run_1/clocks.png
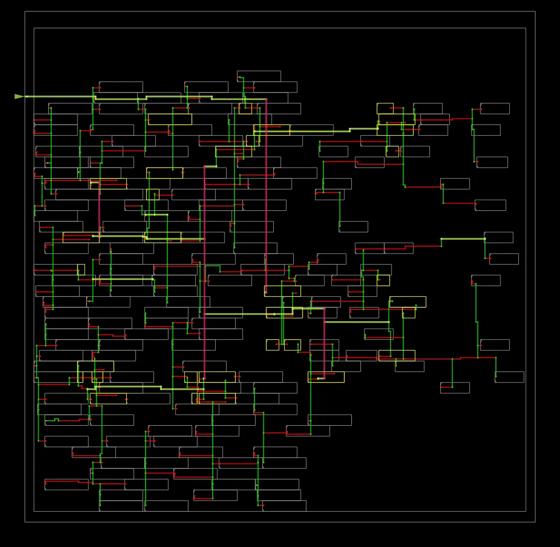
run_1/power_grid.png
The bar under the picture is 50 um long. Pins as bars on the die edge.
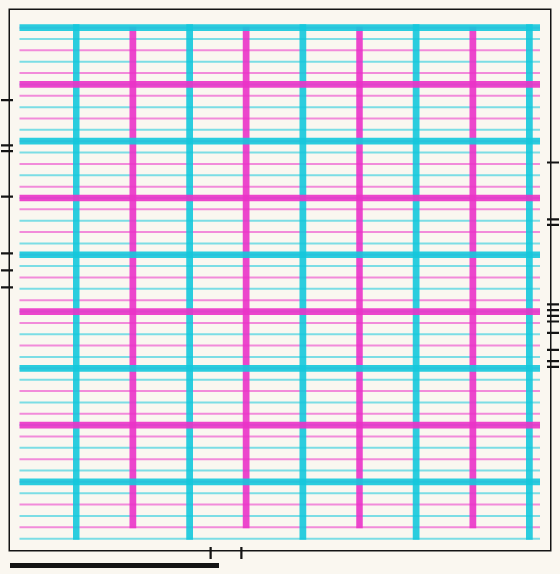
run_1/layer_met3.png
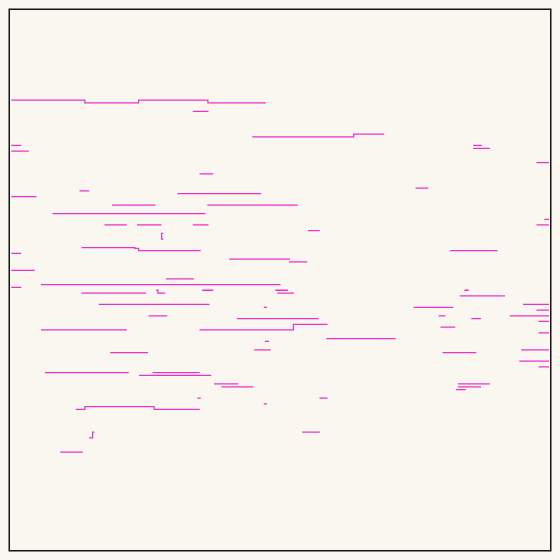
run_1/layer_met2.png
The bar under the picture is 50 um long.
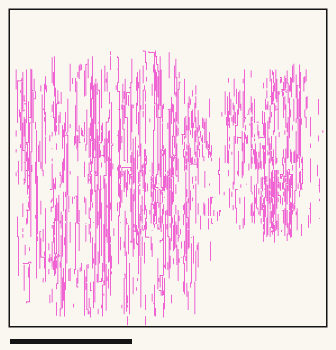
--- config.mk ---
export PLATFORM = sky130hd
export DESIGN_NAME = uart_tx_fifo_serializer_flat
export DESIGN_NICKNAME = d
export VERILOG_FILES = /design/src/rtl/uart_tx_fifo_serializer_if.sv /design/src/rtl/uart_tx_fifo_serializer.sv /design/src/flat_wrapper.sv
export SDC_FILE = /design/constraint.sdc
export NUM_CORES = 1
export LEC_CHECK = 0
export CORE_MARGIN = 2
export CORE_UTILIZATION = 45
export CTS_CLUSTER_SIZE = 20
export DETAILED_ROUTE_END_ITERATION = 7
export HOLD_SLACK_MARGIN = 0.03
export PLACE_DENSITY = 0.75
export SYNTH_ARGS = -nofsm -noshare
export SYNTH_HDL_FRONTEND = slang
export SYNTH_SLANG_ARGS = --single-unit
--- constraint.sdc ---
create_clock -name clk -period 2.88 [get_ports clk]
set_clock_uncertainty 0.2 [all_clocks]
set_input_delay 0.288 -clock clk [delete_from_list [all_inputs] [get_ports clk]]
set_output_delay 0.288 -clock clk [all_outputs]
set_load 0.02 [all_outputs]
--- src/rtl/uart_tx_fifo_serializer_if.sv ---
// Byte push handshake between the UART TX register block and the serializer.
// The master drives start/data; the serializer answers with ready.
interface uart_tx_fifo_serializer_if;
  logic       start;
  logic [7:0] data;
  logic       ready;

  modport master (
    output start,
    output data,
    input  ready
  );

  modport slave (
    input  start,
    input  data,
    output ready
  );
endinterface

--- src/rtl/uart_tx_fifo_serializer.sv ---
// 8N1 UART transmitter fed by a small circular transmit FIFO.
// Frames are chained back to back while the FIFO has data.
module uart_tx_fifo_serializer #(
  parameter int FMAX_MHz = 27,
  parameter int BAUD     = 115200,
  parameter int DEPTH    = 16
) (
  input  logic                         clk,
  input  logic                         reset,
  uart_tx_fifo_serializer_if.slave     bus,
  output logic                         uart_tx,
  output logic                         busy,
  output logic [$clog2(DEPTH+1)-1:0]   level,
  output logic                         overflow
);

  localparam int CPB = (FMAX_MHz * 1_000_000) / BAUD;
  localparam int AW  = $clog2(DEPTH);
  localparam int LW  = $clog2(DEPTH + 1);
  localparam int CW  = (CPB < 2) ? 1 : $clog2(CPB);

  if (CPB < 2) begin : g_bad_baud
    $error("uart_tx_fifo_serializer: clocks per bit must be >= 2");
  end
  if (DEPTH < 2 || (DEPTH & (DEPTH - 1)) != 0) begin : g_bad_depth
    $error("uart_tx_fifo_serializer: DEPTH must be a power of two >= 2");
  end

  typedef enum logic [1:0] {IDLE, START, DATA, STOP} state_t;

  state_t          state_q, state_d;
  logic [7:0]      mem [DEPTH];
  logic [AW-1:0]   wptr_q, rptr_q;
  logic [LW-1:0]   count_q;
  logic [7:0]      sh_q, sh_d;
  logic [CW-1:0]   cnt_q, cnt_d;
  logic [2:0]      idx_q, idx_d;
  logic            tx_q, tx_d;
  logic            ovf_q;
  logic            full, empty, push, pop, tick;

  assign full      = (count_q == LW'(DEPTH));
  assign empty     = (count_q == '0);
  assign bus.ready = !full;
  assign push      = bus.start && !full;
  assign tick      = (cnt_q == CW'(CPB - 1));

  assign uart_tx  = tx_q;
  assign busy     = (state_q != IDLE) || !empty;
  assign level    = count_q;
  assign overflow = ovf_q;

  // Storage array; written only on an accepted push.
  always_ff @(posedge clk) begin
    if (push) mem[wptr_q] <= bus.data;
  end

  // FIFO pointers, occupancy and sticky overflow flag.
  always_ff @(posedge clk) begin
    if (reset) begin
      wptr_q  <= '0;
      rptr_q  <= '0;
      count_q <= '0;
      ovf_q   <= 1'b0;
    end else begin
      if (push) wptr_q <= wptr_q + 1'b1;
      if (pop)  rptr_q <= rptr_q + 1'b1;
      case ({push, pop})
        2'b10:   count_q <= count_q + LW'(1);
        2'b01:   count_q <= count_q - LW'(1);
        default: count_q <= count_q;
      endcase
      if (bus.start && full) ovf_q <= 1'b1;
    end
  end

  // Serializer state, shift register, baud counter and line register.
  always_ff @(posedge clk) begin
    if (reset) begin
      state_q <= IDLE;
      sh_q    <= '0;
      cnt_q   <= '0;
      idx_q   <= '0;
      tx_q    <= 1'b1;
    end else begin
      state_q <= state_d;
      sh_q    <= sh_d;
      cnt_q   <= cnt_d;
      idx_q   <= idx_d;
      tx_q    <= tx_d;
    end
  end

  // Frame sequencing: each bit is held for one full baud period.
  always_comb begin
    state_d = state_q;
    sh_d    = sh_q;
    cnt_d   = cnt_q;
    idx_d   = idx_q;
    tx_d    = tx_q;
    pop     = 1'b0;
    unique case (state_q)
      IDLE: begin
        tx_d = 1'b1;
        if (!empty) begin
          pop     = 1'b1;
          sh_d    = mem[rptr_q];
          tx_d    = 1'b0;
          cnt_d   = '0;
          state_d = START;
        end
      end
      START: begin
        if (tick) begin
          cnt_d   = '0;
          tx_d    = sh_q[0];
          idx_d   = '0;
          state_d = DATA;
        end else begin
          cnt_d = cnt_q + 1'b1;
        end
      end
      DATA: begin
        if (tick) begin
          cnt_d = '0;
          if (idx_q == 3'd7) begin
            tx_d    = 1'b1;
            state_d = STOP;
          end else begin
            sh_d  = sh_q >> 1;
            tx_d  = sh_q[1];
            idx_d = idx_q + 3'd1;
          end
        end else begin
          cnt_d = cnt_q + 1'b1;
        end
      end
      STOP: begin
        if (tick) begin
          cnt_d = '0;
          if (!empty) begin
            pop     = 1'b1;
            sh_d    = mem[rptr_q];
            tx_d    = 1'b0;
            state_d = START;
          end else begin
            state_d = IDLE;
          end
        end else begin
          cnt_d = cnt_q + 1'b1;
        end
      end
      default: state_d = IDLE;
    endcase
  end

endmodule

--- src/flat_wrapper.sv ---
// flat-port wrapper written by rule: the top's interface ports become plain ports
module uart_tx_fifo_serializer_flat 
#(
  parameter int FMAX_MHz = 27,
  parameter int BAUD     = 115200,
  parameter int DEPTH    = 16
)
  (clk, reset, uart_tx, busy, level, overflow, bus_start, bus_data, bus_ready);
  uart_tx_fifo_serializer_if bus_i ();
  input  logic clk;
  input  logic reset;
  output logic uart_tx;
  output logic busy;
  output logic [$clog2(DEPTH+1)-1:0] level;
  output logic overflow;
  input wire logic [$bits(bus_i.start)-1:0] bus_start;
  input wire logic [$bits(bus_i.data)-1:0] bus_data;
  output wire logic [$bits(bus_i.ready)-1:0] bus_ready;
  assign bus_i.start = bus_start;
  assign bus_i.data = bus_data;
  assign bus_ready = bus_i.ready;
  uart_tx_fifo_serializer #(.FMAX_MHz(FMAX_MHz), .BAUD(BAUD), .DEPTH(DEPTH)) u_core (.clk(clk), .reset(reset), .bus(bus_i), .uart_tx(uart_tx), .busy(busy), .level(level), .overflow(overflow));
endmodule
==> reports/metrics.csv, run 1 <==
metric,value,unit
status,"complete, no violations",
final_util,0.546,
worstSetupEndpointType,flip-flop,
drc,0,
rows,45,
ir_worst_vdd,0.000625,V
viasPerCell,5.63,
lay_top_count,edfxtp_1,
max-cap-violations,0,
timing.final.ws_setup,90.0,ps
crit_arrival,2930,ps
slowest_delay,320,ps
finalWirelength,14.3,mm
die_w,129,um
post-route-period-util,0.969,
postRouteAntennaNets,0,
area_delta_synth_final,17.7,%
drt_iter0_markers,306,
fp_util,0.463,
cts_hold_buf,0,
synthArstFlopShare,0,
grt_pass1_vias,4225,
yosys_warnings,0,
pre_cts_slack,-27.3,ps
placed_cell_area,7690,um^2
final_hold_viol_count,0,
coreArea,15300,um^2
drv_slew,0,
synth_cell_types,57,
ys.flops,168,
clock_path_buffers,2,
r2r_start,u_core.cnt_q[1]$_SDFFE_PP0N_,
synthFlopType,edfxtp_1,
slew_headroom,0.534,
hold_slack,277,ps
pwr_density_cell,852,nW/um^2
vias,4188,
p_leak,2.81,nW
layout-drive-gt1-share,0.229,
diodes,0,
hp-class,reg -> reg,
criticalPathCategory,reg -> reg,
finalPower,7.10,mW
io_buffers,19,
syn_area,7070,um^2
worstPathRequired,3020,ps
ys_cells,464,
startpoint_type,flip-flop,
antenna_found_initial,0,
ys_chip_area,7070,um^2
detail_route.first_pass.iterations,4,
path_clk_slew,70,ps
finalWorstPathRequiredPeriod,2790,ps
final_nets,548,
gr-total-overflow,0,
crit_chain,"inv_2, ha_4, and4b_4, a31oi_4, nor3_4, ha_4, xor2_1, ha_2, nor2b_1, nor3_1, o21ai_0, and3_1, nor3_1",
syn_area_per_cell,15.2,um^2
dp_hpwl,9.26,mm
post_drt_wl_per_cell,19.2,um
cts_root_buffer,clkbuf_16,
hold_path.startpoint,u_core.overflow$_SDFFE_PP0P_,
htree_levels,4,
worstPathMaxFanout,5,
fill_cells,1203,
io_pins,20,
edf_count,128,
slowest_stage,dfxtp_2,
die_area,16700,um^2
gp_congestion,0.820,
grt_first_pass_wirelength,22.9,mm
synthCells,464,
fin_area,8330,um^2
lay_top_cells,"edfxtp_1, nor2_1, buf_4",
die_height,129,um
warnings,34,
grt_max_degree,31,
ys_seq_frac,0.657,
setup_viol,0,
tightest_slew,698,ps
fp_nets,492,
grtUsageTotal,0.184,
cp-startpoint,u_core.cnt_q[1]$_SDFFE_PP0N_,
fmax,358,MHz
cts_tree,yes,
Notes on clocks.png above:
P_clk: 2.20 mW
Clk Latency, worst-skew pair: 420 ps
cts bufs inserted: 17
Sink Count: 168

Notes on power_grid.png above:
Key: VSS = cyan; VDD = magenta
46 met1 rails follow the rows. 9 straps on met5. 20 signal pins sit on the boundary. 9 straps on met4. The core has 45 rows.

Notes on layer_met3.png above:
54 nets have wire on it. The layer carries 717 um of wire. The layer holds 5.0% of the routed length.

Notes on layer_met2.png above:
The layer carries 7,140 um of wire. The longest straight run is 60.5 um. 478 nets have wire on it.

run 1: layer usage:
layer	up-vias	track usage	wire length (um)
met3	23	0.0512	716
met5	-	0	0
met1	2119	0.237	6160
met4	0	0.0665	278
met2	127	0.301	7140
li1	1919	-	-
run 1: synth_stat cells, drive strengths merged (3+ instances only):
cell	number	share of area
inv	9	0.0048
mux2i	6	0.0085
nand2	20	0.011
a31oi	5	0.0074
a21o	3	0.0034
dfxtp	40	0.11
xor2	11	0.014
ha	17	0.030
nand4	3	0.0027
clkbuf	14	0.0074
nor2	48	0.025
mux4	32	0.10
nor4	3	0.0048
a21oi	14	0.0099
nor3	18	0.013
nand3	7	0.0050
nand2b	5	0.0044
and2	3	0.0028
buf	7	0.0092
xnor2	4	0.0050
edfxtp	128	0.54
nor2b	4	0.0035
a211oi	9	0.010
a22oi	14	0.015
o21ai	12	0.0085
run 1: logic make-up (layout without fill, tap and decap cells):
kind of cell	Yosys count	count (layout)	share of synthesized area
compound gates	69	69	0.0683
xor+xnor	15	15	0.0186
fa+ha+maj	17	17	0.0301
buf+inv	30	99	0.0214
flops	168	168	0.657
mux	40	40	0.115
simple gates	125	125	0.0895
run 1: flip-flops by register name, summed over array words and instances, names as in the netlist, named ones only:
name,count
u_core.level,5
u_core.rptr_q,4
u_core.wptr_q,4
u_core.mem,128
u_core.idx_q,3
u_core.cnt_q,8
u_core.state_q,2
u_core.uart_tx,1
u_core.sh_q,8
u_core.overflow,1
run 1: critical path, delay by kind of cell (launching register included):
kind                       cells  cell delay [ps]
and+or+nand+nor                6             1230
DFF                            1              320
xor gates and xnor gates       1               70
buffers and inverters          1               50
adders and majority gates      3              510
AOI/OAI and AO/OA              2              320
run 1: path summary, 6_finish.rpt:
check	to	slack, ps	depth (start not counted)
max	u_core.level[4]$_SDFFE_PP0P_	90	13
min	u_core.overflow$_SDFFE_PP0P_	280	2
max reg2reg	u_core.level[4]$_SDFFE_PP0P_	90	13
min reg2reg	u_core.overflow$_SDFFE_PP0P_	280	2
run 1: per-stage QoR:
stage / std cells / setup TNS [ps]
after floorplan: 464 / 0
after global placement: 709 / 0
after detailed placement: 709 / -27.3
after CTS: 741 / 0
after global routing: 744 / -24.0
final: 744 / 0
run 1: report_power, final:
part / leakage [nW] / total, mW / switching (mW) / internal (mW)
sequential: 1.48 / 2.91 / 0.134 / 2.77
clock: 0.278 / 2.20 / 0.982 / 1.22
combinational: 1.05 / 1.99 / 1.05 / 0.938
run 1: repair_timing:
action,4_1_cts,5_1_grt
endpoints found under the setup margin,1,3
resized,1,10
pin swaps,1,7
buffers inserted,0,3
run 1: cell type report:
class,count,area (um^2),area share
Clock inverter,13,135,0.0162
Sequential cell,168,4650,0.558
Inverter,9,33.8,0.00406
Multi-Input combinational cell,266,2310,0.278
Tap cell,211,264,0.0317
Clock buffer,19,433,0.0520
Timing Repair Buffer,58,495,0.0595
run_1/wires.png
The bar under the picture is 50 um long. Two of the layers only.
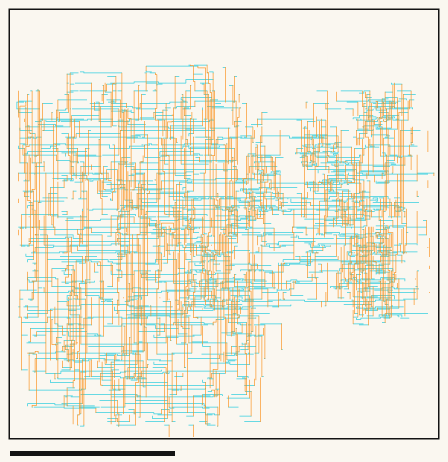

==> run 2: changes to the inputs <==
Settings changed: PLACE_DENSITY 0.75 to 0.72.
Clock period 2.88 ns to 2.62 ns, I/O delays scaled along.
run_2/wires.png
The bar under the picture is 50 um long. Two of the layers only.
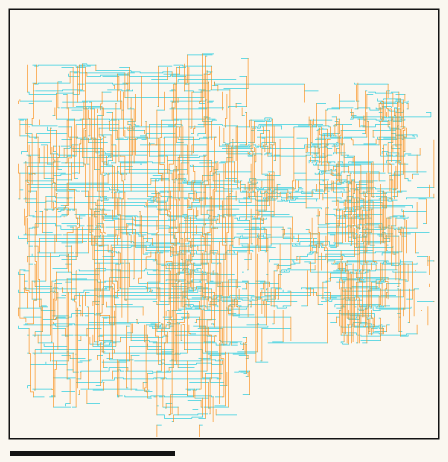
Key: metal 1 = cyan [wire length 6,400 um]; metal 2 = orange [wire length 7,250 um]

run_2/power_grid.png
The bar under the picture is 50 um long. Pins as bars on the die edge.
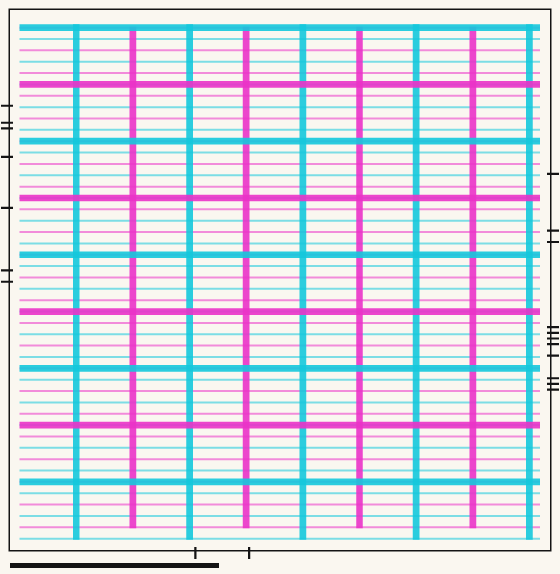
Key: VSS = cyan; VDD = magenta
46 met1 rails follow the rows. 20 signal pins sit on the boundary. The core has 45 rows.

==> reports/metrics.csv, run 2 <==
metric,value,unit,change
diodes,0,,unchanged
p_leak,2.90,nW,+3.2%
gr-total-overflow,0,,unchanged
pwr_density_cell,956,nW/um^2,+12%
hold_path_end,u_core.overflow$_SDFFE_PP0P_,,
ir_worst_vdd,0.000569,V,-8.9%
antenna_found_initial,0,,unchanged
viasPerCell,5.55,,-1.4%
ys_seq_frac,0.657,,unchanged
tightest_slew,588,ps,-110 ps
fill_cells,1188,,-1.2%
lay_top_count,edfxtp_1,,
drc,0,,unchanged
syn_area,7070,um^2,unchanged
cts_hold_buf,0,,unchanged
common_cells,"edfxtp_1, nor2_1, dfxtp_1",,
final_nets,560,,+2.2%
whs_path_depth,2,,unchanged
hold_path.startpoint,u_core.overflow$_SDFFE_PP0P_,,
grt_max_degree,33,,+6.5%
pre_cts_slack,-67.5,ps,-40.2 ps
drt_iter0_markers,308,,+0.65%
fin_area,8520,um^2,+2.4%
largest_register,u_core.mem,,
synthFlopType,edfxtp_1,,
grt_first_pass_wirelength,22.8,mm,-0.36%
ys.flops,168,,unchanged
layout-drive-gt1-share,0.268,,+0.0390
ys_cells,464,,unchanged
finalWorstPathRequiredPeriod,2690,ps,-103 ps
worstPathMaxFanout,5,,unchanged
lay_top_cells,"edfxtp_1, nor2_1, buf_4",,
criticalPathCategory,reg -> reg,,
clock_path_buffers,2,,unchanged
finalWirelength,14.4,mm,+0.83%
fp_util,0.463,,unchanged
htree_levels,4,,unchanged
grt_pass1_vias,4227,,+0.047%
die_w,129,um,unchanged
ys_chip_area,7070,um^2,unchanged
violations,negative setup slack,,
status,finished with violations,,
syn_area_per_cell,15.2,um^2,unchanged
die_area,16700,um^2,unchanged
max-cap-violations,0,,unchanged
drv_slew,0,,unchanged
reg_top3,"u_core.mem (128), u_core.cnt_q (8), u_core.sh_q (8)",,
synth_top_area_share,0.544,,unchanged
post-route-period-util,1.03,,+0.0570
edf_count,128,,unchanged
hold_slack,289,ps,+11.5 ps
io_buffers,19,,unchanged
rsz0062_at_grt,true,,
ff2ff_setup_slack,-70,ps,-160 ps
cts_tree,yes,,
r2r_start,u_core.cnt_q[1]$_SDFFE_PP0N_,,
placed_cell_area,7780,um^2,+1.2%
crit_chain,"inv_2, ha_4, and4b_4, a31oi_4, nor3_4, ha_4, xor2_1, ha_2, a311oi_2, nor3_2, a41oi_2, and3_1, nor3_2",,
largest_area_cell,edfxtp_1,,
largest_reg_flops,128,,unchanged
final_util,0.559,,+0.0130
gp_congestion,0.801,,-2.4%
r2r_cells,13,,unchanged
coreArea,15300,um^2,unchanged
die_height,129,um,unchanged
slew_headroom,0.607,,+0.0729
rows,45,,unchanged
synthCells,464,,unchanged
numCtsBuffers,17,,unchanged
topCellsByArea,"edfxtp_1, dfxtp_1, mux4_2, ha_1, nor2_1",,
dp_hpwl,8.92,mm,-3.7%
worstPathRequired,2710,ps,-310 ps
startpoint_type,flip-flop,,
vias,4194,,+0.14%
slowest_delay,330,ps,about the same
clock-sinks,168,,unchanged
area_delta_synth_final,20.5,%,
postRouteAntennaNets,0,,unchanged
insertion_delay,420,ps,about the same
yosys_warnings,0,,unchanged
finalPower,8.14,mW,+15%
setup_viol,1,,+1
grtUsageTotal,0.183,,-0.00126
fp_nets,492,,unchanged
cts_root_buffer,clkbuf_16,,
final_hold_viol_count,0,,unchanged
synthArstFlopShare,0,,unchanged
post_drt_wl_per_cell,19.1,um,-0.77%
synth_top_cell_by_count,edfxtp_1,,
crit_arrival,2780,ps,-150 ps
slowest_stage,a311oi_2,,
timing.final.ws_setup,-67.3,ps,-157 ps
path_clk_slew,70,ps,about the same
detail_route.first_pass.iterations,4,,unchanged
fmax,372,MHz,+3.8%
r2r_end,u_core.level[4]$_SDFFE_PP0P_,,
warnings,37,,+8.8%
io_pins,20,,unchanged
hp-class,reg -> reg,,
worstSetupEndpointType,flip-flop,,
synth_cell_types,57,,unchanged
run 2: critical path: cells and delay by family (launching register included):
family,cells,cell delay [ps]
flops,1,320
simple gates,5,770
fa+ha+maj,3,520
buf+inv,1,50
xor+xnor,1,80
compound gates,3,600
run 2: layout make-up:
type	count	area, um^2	area share
flip-flops and latches	168	4660	0.546
clock inverters	15	163	0.0191
multi-input cells	266	2380	0.279
inverters	9	33.8	0.00396
clock buffers	17	425	0.0499
repair buffers	70	606	0.0711
well taps	211	264	0.0310
run 2: kinds of logic after synthesis:
group	Yosys count	synth area share
multiplexers	40	0.115
XOR/XNOR	15	0.0186
flip-flops	168	0.657
AND/OR/NAND/NOR	125	0.0895
buffers and inverters	30	0.0214
adder cells (fa/ha/maj)	17	0.0301
AND-OR/OR-AND	69	0.0683
run 2: repair_timing:
item                                    in CTS  in global routing
resized                                      7                 13
endpoints found under the setup margin       3                  3
cloned                                       0                  0
setup buffers                                7                  2
pin swaps                                   11                 13
run 2: how the worst max path moves through the flow:
stage | start | to | slack (ps) | cells after the start
2_1_floorplan | u_core.cnt_q[1]$_SDFFE_PP0N_ | u_core.level[4]$_SDFFE_PP0P_ | -0.5 | 12
3_3_place_gp | u_core.cnt_q[1]$_SDFFE_PP0N_ | u_core.level[4]$_SDFFE_PP0P_ | 40 | 12
3_5_place_dp | u_core.cnt_q[1]$_SDFFE_PP0N_ | u_core.level[4]$_SDFFE_PP0P_ | -70 | 12
4_1_cts | u_core.cnt_q[1]$_SDFFE_PP0N_ | u_core.level[4]$_SDFFE_PP0P_ | -40 | 13
5_1_grt | u_core.level[0]$_SDFFE_PP0P_ | u_core.level[4]$_SDFFE_PP0P_ | -150 | 11
6_report | u_core.cnt_q[1]$_SDFFE_PP0N_ | u_core.level[4]$_SDFFE_PP0P_ | -70 | 13
run 2: layer usage:
metal / global-route usage / vias up / share of wire
met5: 0 / - / 0
met4: 0.0614 / 0 / 0.015
met3: 0.0413 / 17 / 0.038
met2: 0.299 / 120 / 0.50
met1: 0.244 / 2126 / 0.44
li1: - / 1931 / -
run 2: power breakdown:
group	switching (mW)	leakage (nW)	internal, mW	total, mW
clock network	1.07	0.286	1.43	2.50
registers	0.118	1.49	3.05	3.17
logic	1.27	1.13	1.21	2.47
total	2.46	2.90	5.69	8.14
run 2: metrics by stage:
step	instances	TNS (ps)
floorplan	464	-0.533
global placement	715	0
detailed placement	715	-72.0
CTS	754	-47.6
global route	756	-252
finish	756	-67.3
==> run 3: changes to the inputs <==
Settings changed: CAP_MARGIN from default to 20.
run_3/clocks.png
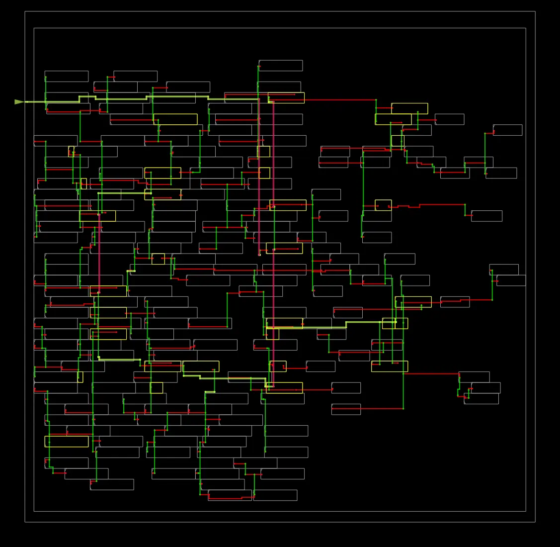
registers: 168
P_clk: 2.50 mW

run_3/wires.png
The bar under the picture is 50 um long. Two of the layers only.
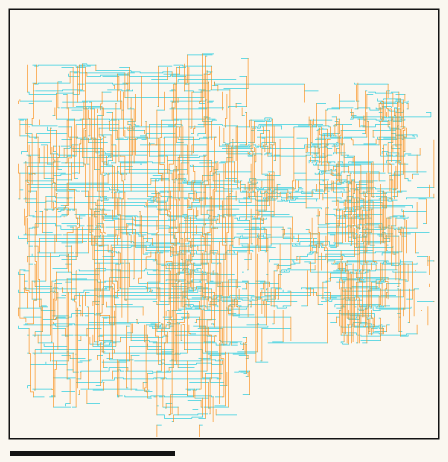
Key: metal 2 = orange [wire length 7,250 um]; metal 1 = cyan [wire length 6,400 um]

==> reports/metrics.csv, run 3 <==
metric,value,unit,change
status,finished with violations,,
violations,negative setup slack,,
fill_cells,1188,,unchanged
r2r_cells,13,,unchanged
final_util,0.559,,unchanged
dp_hpwl,8.92,mm,unchanged
post-route-period-util,1.03,,unchanged
setup_viol,1,,unchanged
logic_area,2380,um^2,unchanged
numCtsBuffers,17,,unchanged
path_clk_slew,70,ps,about the same
ys_chip_area,7070,um^2,unchanged
ys_sh_simple,0.0895,,unchanged
synth_cell_types,57,,unchanged
viasPerCell,5.55,,unchanged
cts_hold_buf,0,,unchanged
mux_share,0.115,,unchanged
slew_headroom,0.607,,unchanged
die_height,129,um,unchanged
logic_family,multiplexers,,
gp_congestion,0.801,,unchanged
coreArea,15300,um^2,unchanged
place_inst,715,,unchanged
hold_path.startpoint,u_core.overflow$_SDFFE_PP0P_,,
pre_cts_slack,-67.5,ps,unchanged
io_pins,20,,unchanged
synth_top_area_share,0.544,,unchanged
die_w,129,um,unchanged
cts_tree,yes,,
instances_no_fill,756,,unchanged
hp-class,reg -> reg,,
insertion_delay,420,ps,about the same
fp_util,0.463,,unchanged
ir_worst_vdd,0.000569,V,unchanged
synth-xor-area-share,0.0186,,unchanged
grtUsageTotal,0.183,,unchanged
post_drt_wl_per_cell,19.1,um,unchanged
synthArstFlopShare,0,,unchanged
cts_root_buffer,clkbuf_16,,
fmax,372,MHz,unchanged
common_cells,"edfxtp_1, nor2_1, dfxtp_1",,
startpoint_type,flip-flop,,
timing.final.ws_setup,-67.3,ps,unchanged
ys_seq_frac,0.657,,unchanged
syn_area,7070,um^2,unchanged
synthAdderAreaFrac,0.0301,,unchanged
reg_top3,"u_core.mem (128), u_core.cnt_q (8), u_core.sh_q (8)",,
hold_slack,289,ps,unchanged
worstPathMaxFanout,5,,unchanged
largest_area_cell,edfxtp_1,,
finalPower,8.14,mW,unchanged
fp_nets,492,,unchanged
antenna_found_initial,0,,unchanged
largest_register,u_core.mem,,
drv_slew,0,,unchanged
postRouteAntennaNets,0,,unchanged
worstSetupEndpointType,flip-flop,,
clock_path_buffers,2,,unchanged
r2r_end,u_core.level[4]$_SDFFE_PP0P_,,
regArea,4660,um^2,unchanged
ff2ff_setup_slack,-70,ps,about the same
drc,0,,unchanged
warnings,37,,unchanged
final_nets,560,,unchanged
die_area,16700,um^2,unchanged
io_buffers,19,,unchanged
ys.flops,168,,unchanged
crit_arrival,2780,ps,about the same
-- run 3: cell counts after synthesis --
Identical to the previous run, type by type.
-- run 3: layer usage --
metal / global-route usage / vias to the layer above / wire length [um]
met5: 0 / - / 0
li1: - / 1931 / -
met3: 0.0413 / 17 / 542
met1: 0.244 / 2126 / 6400
met2: 0.299 / 120 / 7250
met4: 0.0614 / 0 / 209
-- run 3: metrics by stage --
stage / setup TNS, ps / cell area [um^2]
finish: -67.3 / 8520
global route: -252 / 8520
CTS: -47.6 / 8460
detailed placement: -72.0 / 7780
global placement: 0 / 7780
floorplan: -0.533 / 7110
-- run 3: worst max path at each step --
stage,from,slack (ps),end,cells after the start
2_1_floorplan,u_core.cnt_q[1]$_SDFFE_PP0N_,-0.5,u_core.level[4]$_SDFFE_PP0P_,12
3_3_place_gp,u_core.cnt_q[1]$_SDFFE_PP0N_,40,u_core.level[4]$_SDFFE_PP0P_,12
3_5_place_dp,u_core.cnt_q[1]$_SDFFE_PP0N_,-70,u_core.level[4]$_SDFFE_PP0P_,12
4_1_cts,u_core.cnt_q[1]$_SDFFE_PP0N_,-40,u_core.level[4]$_SDFFE_PP0P_,13
5_1_grt,u_core.level[0]$_SDFFE_PP0P_,-150,u_core.level[4]$_SDFFE_PP0P_,11
6_report,u_core.cnt_q[1]$_SDFFE_PP0N_,-70,u_core.level[4]$_SDFFE_PP0P_,13
-- run 3: cell families after synthesis --
group,after synthesis
fa+ha+maj,17
simple gates,125
xor+xnor,15
mux,40
flops,168
compound gates,69
buf+inv,30
-- run 3: cell type report --
cell class                      instances  area share
Sequential cell                       168       0.546
Multi-Input combinational cell        266       0.279
Timing Repair Buffer                   70      0.0711
Clock buffer                           17      0.0499
Tap cell                              211      0.0310
Clock inverter                         15      0.0191
Inverter                                9     0.00396
-- run 3: worst reg2reg max path: cells and delay by family, from the launching register on --
kind / cells / cell delay [ps]
AND-OR/OR-AND: 3 / 600
XOR/XNOR: 1 / 80
buffers and inverters: 1 / 50
AND/OR/NAND/NOR: 5 / 770
adder cells (fa/ha/maj): 3 / 530
flip-flops: 1 / 320
-- run 3: power by group --
| part | leakage (nW) | internal (mW) | total [mW] | switching, mW |
|---|---|---|---|---|
| clock | 0.286 | 1.43 | 2.50 | 1.07 |
| sequential | 1.49 | 3.05 | 3.17 | 0.118 |
| combinational | 1.13 | 1.21 | 2.47 | 1.27 |
| total | 2.90 | 5.69 | 8.14 | 2.46 |
-- run 3: what timing repair did --
action,4_1_cts,5_1_grt
setup endpoints to repair,3,3
pin swaps,11,13
buffers inserted,7,2
resized,7,13
gates cloned,0,0
hold endpoints to repair,0,0
Power is estimated from default activity; no workload was simulated.
